## config.mk

```make
export PLATFORM = sky130hd
export DESIGN_NAME = fetch_unit
export DESIGN_NICKNAME = d
export VERILOG_FILES = /design/src/rtl/fetch_unit.sv
export SDC_FILE = /design/constraint.sdc
export NUM_CORES = 1
export LEC_CHECK = 0
export CAP_MARGIN = 30
export CORE_UTILIZATION = 40
export CTS_BUF_LIST = sky130_fd_sc_hd__clkbuf_4 sky130_fd_sc_hd__clkbuf_8
export DETAILED_ROUTE_END_ITERATION = 7
export HOLD_SLACK_MARGIN = 0.08
export PLACE_DENSITY = 0.77
export SETUP_SLACK_MARGIN = 0.1
export SLEW_MARGIN = 25
export SYNTH_ARGS = -nofsm -noshare
export SYNTH_HDL_FRONTEND = slang
export SYNTH_SLANG_ARGS = --single-unit
```

## constraint.sdc

```tcl
create_clock -name clock -period 12.8 [get_ports clock]
set_input_delay 2.56 -clock clock [delete_from_list [all_inputs] [get_ports clock]]
set_output_delay 2.56 -clock clock [all_outputs]
set_load 0.005 [all_outputs]
```

## src/rtl/fetch_unit.sv

```systemverilog
// rtl/fetch_unit.sv - instruction fetch stage with prefetch FIFO and redirect; optional halt when FETCH_HALT_EN is defined
module fetch_unit #(
  parameter int w        = 8,
  parameter int op_w     = 3,
  parameter int pc_w     = 8,
  parameter int depth    = 2,
  parameter int reset_pc = 0,
  parameter int halt_op  = 0
) (
  input  logic              clock,
  input  logic              reset_n,
  output logic              mem_req,
  output logic [pc_w-1:0]   mem_addr,
  input  logic              mem_ack,
  input  logic [4*w-1:0]    mem_rdata,
  input  logic              jump_valid,
  input  logic [pc_w-1:0]   jump_addr,
  output logic              out_valid,
  input  logic              out_ready,
  output logic [op_w-1:0]   out_op,
  output logic [w-1:0]      out_a1,
  output logic [w-1:0]      out_a2,
  output logic [w-1:0]      out_a3,
  output logic [pc_w-1:0]   out_pc,
  output logic              halted
);

  localparam int ptr_w = $clog2(depth);
  localparam int cnt_w = ptr_w + 1;

  localparam logic [cnt_w-1:0] c_depth    = cnt_w'(depth);
  localparam logic [cnt_w-1:0] c_cnt_one  = cnt_w'(1);
  localparam logic [ptr_w-1:0] c_ptr_one  = ptr_w'(1);
  localparam logic [pc_w-1:0]  c_reset_pc = pc_w'(reset_pc);
  localparam logic [pc_w-1:0]  c_pc_one   = pc_w'(1);
  localparam logic [op_w-1:0]  c_halt_op  = op_w'(halt_op);

  localparam logic [1:0] S_IDLE   = 2'd0;
  localparam logic [1:0] S_REQ    = 2'd1;
  localparam logic [1:0] S_DRAIN  = 2'd2;
  localparam logic [1:0] S_HALTED = 2'd3;

  // Fetch FSM state and memory-side registers
  logic [1:0]       r_state;
  logic [pc_w-1:0]  r_pc;
  logic             r_mem_req;
  logic [pc_w-1:0]  r_mem_addr;

  // Prefetch FIFO bookkeeping and storage
  logic [ptr_w-1:0] r_wr_ptr;
  logic [ptr_w-1:0] r_rd_ptr;
  logic [cnt_w-1:0] r_count;
  logic [op_w-1:0]  r_fifo_op [depth];
  logic [w-1:0]     r_fifo_a1 [depth];
  logic [w-1:0]     r_fifo_a2 [depth];
  logic [w-1:0]     r_fifo_a3 [depth];
  logic [pc_w-1:0]  r_fifo_pc [depth];

  logic             w_push;
  logic             w_pop;
  logic             w_not_empty;
  logic             w_room_after_push;
  logic             w_halt_hit;
  logic [pc_w-1:0]  w_pc_inc;
  logic             w_unused;

  // A jump overrides both sides of the FIFO: acked data is dropped and a pop is ignored
  assign w_not_empty       = (r_count != '0);
  assign w_push            = (r_state == S_REQ) && mem_ack && !jump_valid;
  assign w_pop             = w_not_empty && out_ready && !jump_valid;
  assign w_room_after_push = w_pop || (r_count < (c_depth - c_cnt_one));
  assign w_pc_inc          = r_pc + c_pc_one;

`ifdef FETCH_HALT_EN
  assign w_halt_hit = (mem_rdata[3*w +: op_w] == c_halt_op);
  assign halted     = (r_state == S_HALTED);
  assign w_unused   = ^mem_rdata[4*w-1:3*w];
`else
  assign w_halt_hit = 1'b0;
  assign halted     = 1'b0;
  assign w_unused   = ^{mem_rdata[4*w-1:3*w], c_halt_op};
`endif

  // FIFO pointers and occupancy; cleared in the cycle a jump arrives
  always_ff @(posedge clock or negedge reset_n) begin
    if (!reset_n) begin
      r_wr_ptr <= '0;
      r_rd_ptr <= '0;
      r_count  <= '0;
    end else if (jump_valid) begin
      r_wr_ptr <= '0;
      r_rd_ptr <= '0;
      r_count  <= '0;
    end else begin
      if (w_push) r_wr_ptr <= r_wr_ptr + c_ptr_one;
      if (w_pop)  r_rd_ptr <= r_rd_ptr + c_ptr_one;
      case ({w_push, w_pop})
        2'b10:   r_count <= r_count + c_cnt_one;
        2'b01:   r_count <= r_count - c_cnt_one;
        default: r_count <= r_count;
      endcase
    end
  end

  // FIFO storage; contents are only visible through the gated head outputs
  always_ff @(posedge clock) begin
    if (w_push) begin
      r_fifo_op[r_wr_ptr] <= mem_rdata[3*w +: op_w];
      r_fifo_a1[r_wr_ptr] <= mem_rdata[2*w +: w];
      r_fifo_a2[r_wr_ptr] <= mem_rdata[w +: w];
      r_fifo_a3[r_wr_ptr] <= mem_rdata[0 +: w];
      r_fifo_pc[r_wr_ptr] <= r_pc;
    end
  end

  // Fetch FSM: one outstanding request, never withdrawn once raised
  always_ff @(posedge clock or negedge reset_n) begin
    if (!reset_n) begin
      r_state    <= S_IDLE;
      r_pc       <= c_reset_pc;
      r_mem_req  <= 1'b0;
      r_mem_addr <= c_reset_pc;
    end else begin
      case (r_state)
        S_IDLE: begin
          if (jump_valid) begin
            r_pc <= jump_addr;
          end else if (r_count < c_depth) begin
            r_state    <= S_REQ;
            r_mem_req  <= 1'b1;
            r_mem_addr <= r_pc;
          end
        end
        S_REQ: begin
          if (jump_valid) begin
            r_pc <= jump_addr;
            if (mem_ack) begin
              r_state   <= S_IDLE;
              r_mem_req <= 1'b0;
            end else begin
              r_state <= S_DRAIN;
            end
          end else if (mem_ack) begin
            r_pc <= w_pc_inc;
            if (w_halt_hit) begin
              r_state   <= S_HALTED;
              r_mem_req <= 1'b0;
            end else if (w_room_after_push) begin
              r_mem_addr <= w_pc_inc;
            end else begin
              r_state   <= S_IDLE;
              r_mem_req <= 1'b0;
            end
          end
        end
        S_DRAIN: begin
          if (jump_valid) r_pc <= jump_addr;
          if (mem_ack) begin
            r_state   <= S_IDLE;
            r_mem_req <= 1'b0;
          end
        end
`ifdef FETCH_HALT_EN
        S_HALTED: begin
          if (jump_valid) begin
            r_state <= S_IDLE;
            r_pc    <= jump_addr;
          end
        end
`endif
        default: begin
          r_state   <= S_IDLE;
          r_mem_req <= 1'b0;
        end
      endcase
    end
  end

  assign mem_req   = r_mem_req;
  assign mem_addr  = r_mem_addr;
  assign out_valid = w_not_empty;
  assign out_op    = w_not_empty ? r_fifo_op[r_rd_ptr] : '0;
  assign out_a1    = w_not_empty ? r_fifo_a1[r_rd_ptr] : '0;
  assign out_a2    = w_not_empty ? r_fifo_a2[r_rd_ptr] : '0;
  assign out_a3    = w_not_empty ? r_fifo_a3[r_rd_ptr] : '0;
  assign out_pc    = w_not_empty ? r_fifo_pc[r_rd_ptr] : '0;

endmodule

```

M1 wires:
The bar under the picture is 20 µm long.
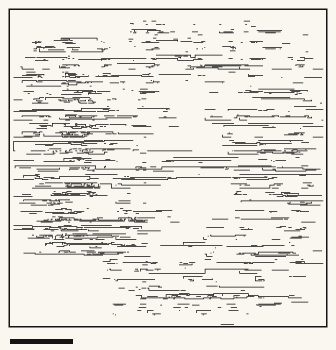
longest straight run: 36.3 µm
main direction: horizontal
met1 GRT Util: 20.3%
Vias: 2542
final wirelength: 7.43 mm

Metal 2:
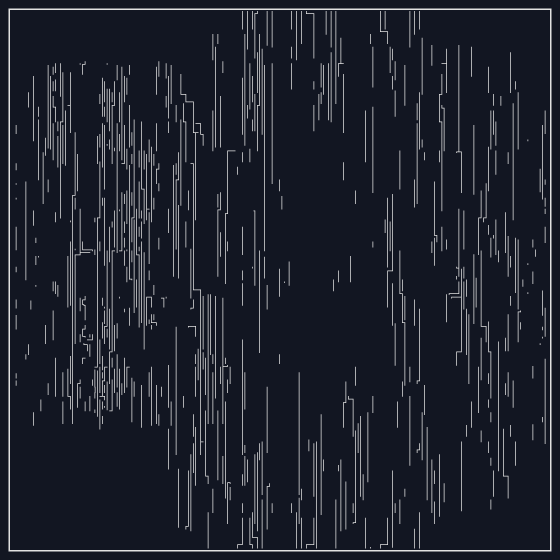
main direction: vertical
longest straight run: 42.7 µm
wire length on this layer: 3500 µm
met2 usage: 25.2%

Metal 3:
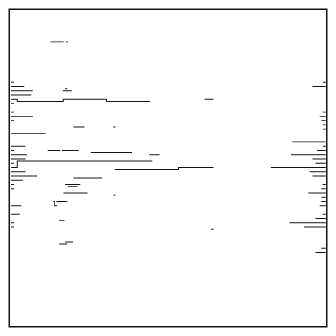
longest straight run: 43.0 µm
wire length on this layer: 378 µm
share of all routed wire: 5.1%
nets with wire on the layer: 67
met3 usage: 3.74%

I/O nets highlighted:
The bar under the picture is 20 µm long.
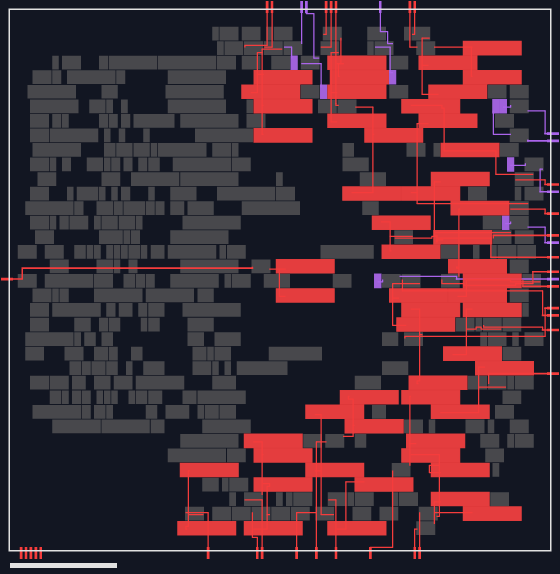
[mem_rdata] red | bits: 32 | direction: input | end cells: 54 | buffers: 27 | wire: 869 µm
[out_a3] purple | bits: 8 | direction: output | end cells: 8 | buffers: 8 | wire: 114 µm
Port Buffers: 84
IO Count: 91

Congestion heat map:
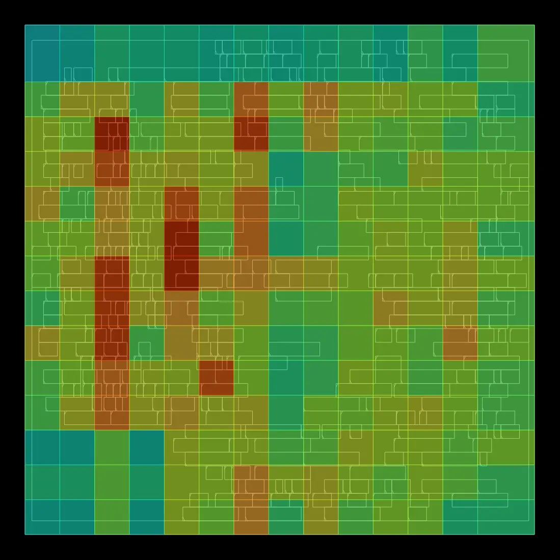
routed length per instance: 14.4 µm
Final Core Density: 54.7%
gr usage total: 15.4%

==> flow_metrics.tcl <==
# implementation run metrics
set metrics [dict create \
    status "finished, final reports clean" \
    maxSlewHeadroom_pct 41.7 \
    synth_seq_share_pct 68.3 \
    antenna_found_initial 0 \
    switching_power_uw 300 \
    gp_congestion 0.874 \
    drc_errors 0 \
    fin_crit_ps 4740 \
    p_leak_nw 1.75 \
    ctsLongestPathBuffers 2 \
    grt_pass1_vias 2454 \
    clkPwrFrac_pct 18.8 \
    cts-resized-gates 0 \
    lay_top_cells "clkdlybuf4s50_1 (84), edfxtp_1 (70), nor2_1 (57)" \
    grt_overflow 0 \
    die_y_um 101 \
    area_growth_pct 30.9 \
    synthCells 296 \
    crit_type "reg2out" \
    ys_area_um2 3920 \
    yosys-stat-cells 296 \
    synth-main-ff-cell "edfxtp_1" \
    die_area_um2 10200 \
    tool_warnings 31 \
    hold_viol_final 0 \
    max_freq_mhz 211 \
    drtPass1Iterations 5 \
    cts_setup_buffers 0 \
    grt_max_degree 37 \
    cp_num_buf_inv 3 \
    setup_viol 0 \
    p_per_area_nw_per_um2 184 \
    slew_viol_final 0 \
    drtIter0Drc 74 \
    lay_top_count "clkdlybuf4s50_1" \
    postSynth.asyncResetShare_pct 24.7 \
    grt_pass1_wl_mm 12.0 \
    cpLargestDelayFamily "buffers and inverters" \
    dp_hpwl_mm 5.00 \
    cp.required_ps 10240 \
    ys.flops 93 \
    period_used_pct 37.1 \
    fp_util_pct 41.8 \
    finalClockSkew_ps 7.71 \
    vias_per_cell 4.93 \
    synth.lib_cells_used.distinct 38 \
    cpPeakStageDelay_ps 470 \
    power_frac_seq_pct 43.1 \
    clk_latency_ps 350 \
    p_sw_share_pct 31.7 \
    synth_area_per_cell_um2 13.2 \
    synth.cell_area_um2 3920 \
    postRouteAntennaNets 0 \
    hp-class "reg2reg" \
    numCtsBuffers 9 \
    synth_nets 343 \
    coreArea_um2 9370 \
    arrival_ps 2180 \
    ctsHoldBuffers 0 \
    worstSetupStartpointType "register" \
    root_buffer "clkbuf_8" \
    drive_gt1_share_pct 7.75 \
    worst_pin_slew_ps 874 \
    edf_count 70 \
    p_int_uw 645 \
    htreeDepth 3 \
    cts.sinks 93 \
    nets 429 \
    pre_cts_slack_ps 7720 \
    critPathCaptureType "output port" \
    rows 35 \
    ir_worst_vdd_mv 0.0927 \
    diodes 0 \
    setup-tns-final_ps 0 \
    cp_cell_sequence "inv_1, ha_1, buf_4, nor2_1, clkdlybuf4s50_1" \
]
cells in the mapped netlist, drive strengths merged (2+ instances only):
master / n / area share, %
dfrtp: 23 / 15
o22ai: 3 / 0.48
buf: 13 / 1.7
xnor2: 7 / 1.6
o21ai: 8 / 1.0
nand2: 15 / 1.4
nor2: 57 / 5.5
ha: 2 / 0.64
a21oi: 18 / 2.3
nand3: 3 / 0.38
nor3: 2 / 0.26
mux2i: 35 / 8.9
a31oi: 4 / 0.64
inv: 3 / 0.29
nand2b: 2 / 0.32
edfxtp: 70 / 54
clkbuf: 3 / 0.29
nor2b: 5 / 0.80
a2bb2oi: 3 / 0.67
a211oi: 2 / 0.38
xor2: 3 / 0.67
registers in the layout, summed over array words and instances, names as in the netlist:
name / count
r_fifo_a1: 16
r_fifo_a2: 16
r_fifo_a3: 16
r_fifo_pc: 16
mem_addr: 8
r_pc: 8
r_fifo_op: 6
r_count: 2
r_state: 2
mem_req: 1
r_rd_ptr: 1
r_wr_ptr: 1
cell families after synthesis:
family	share of synthesized area (%)
simple gates	10.4
flops	68.3
buf+inv	2.27
xor+xnor	2.24
fa+ha+maj	0.639
compound gates	6.80
other cells	0.0957
mux	9.23
through the flow:
| step | power, mW | area, µm² | hold WS, ps | std cells | util [%] |
|---|---|---|---|---|---|
| after floorplan | 0.583 | 3920 | 437 | 296 | - |
| after global placement | 0.753 | 4880 | 524 | 496 | 52.0 |
| after detailed placement | 0.776 | 4950 | 519 | 500 | 52.8 |
| after CTS | 0.956 | 5130 | 554 | 516 | 54.7 |
| after global routing | 1.01 | 5130 | 604 | 516 | 54.7 |
| final | 0.945 | 5130 | 550 | 516 | 54.7 |
final timing paths:
check / from / end / slack [ps] / depth (start not counted)
setup / recovery: r_count[1] / out_pc[1] / 8060 / 5
hold / removal: mem_addr[0] / mem_addr[0] / 550 / 2
setup reg to reg: r_state[0] / r_fifo_a2[1][4] / 10040 / 4
hold reg to reg: mem_addr[0] / mem_addr[0] / 550 / 2
max in group asynchronous: reset_n / r_rd_ptr / 9640 / 2
min in group asynchronous: reset_n / mem_addr[2] / 2620 / 1
per-layer routing:
| layer | wire (µm) | global-route usage, % |
|---|---|---|
| met5 | 0 | 0 |
| met4 | 110 | 5.02 |
| met3 | 377 | 3.74 |
| met2 | 3500 | 25.2 |
| met1 | 3440 | 20.3 |
final cells by class:
type | instances | area [µm²]
flip-flops and latches | 93 | 2680
inverters | 3 | 11.3
clock inverters | 7 | 53.8
fillers | 805 | 4240
clock buffers | 9 | 124
well taps | 129 | 161
multi-input cells | 184 | 1160
repair buffers | 91 | 937
worst reg2reg max path: stages, from the launching register on:
cell	delay (ps)
dfrtp_1	590
and2b_1	320
nand2_1	260
nor3b_2	780
buf_4	470
power by group through the flow:
| stage | clock [mW] | combinational [mW] | sequential [mW] |
|---|---|---|---|
| floorplan | 0 | 0.187 | 0.396 |
| global placement | 0 | 0.329 | 0.424 |
| detailed placement | 0 | 0.363 | 0.412 |
| CTS | 0.183 | 0.366 | 0.407 |
| global route | 0.196 | 0.398 | 0.413 |
| finish | 0.177 | 0.361 | 0.407 |
Power is estimated from default activity; no workload was simulated.
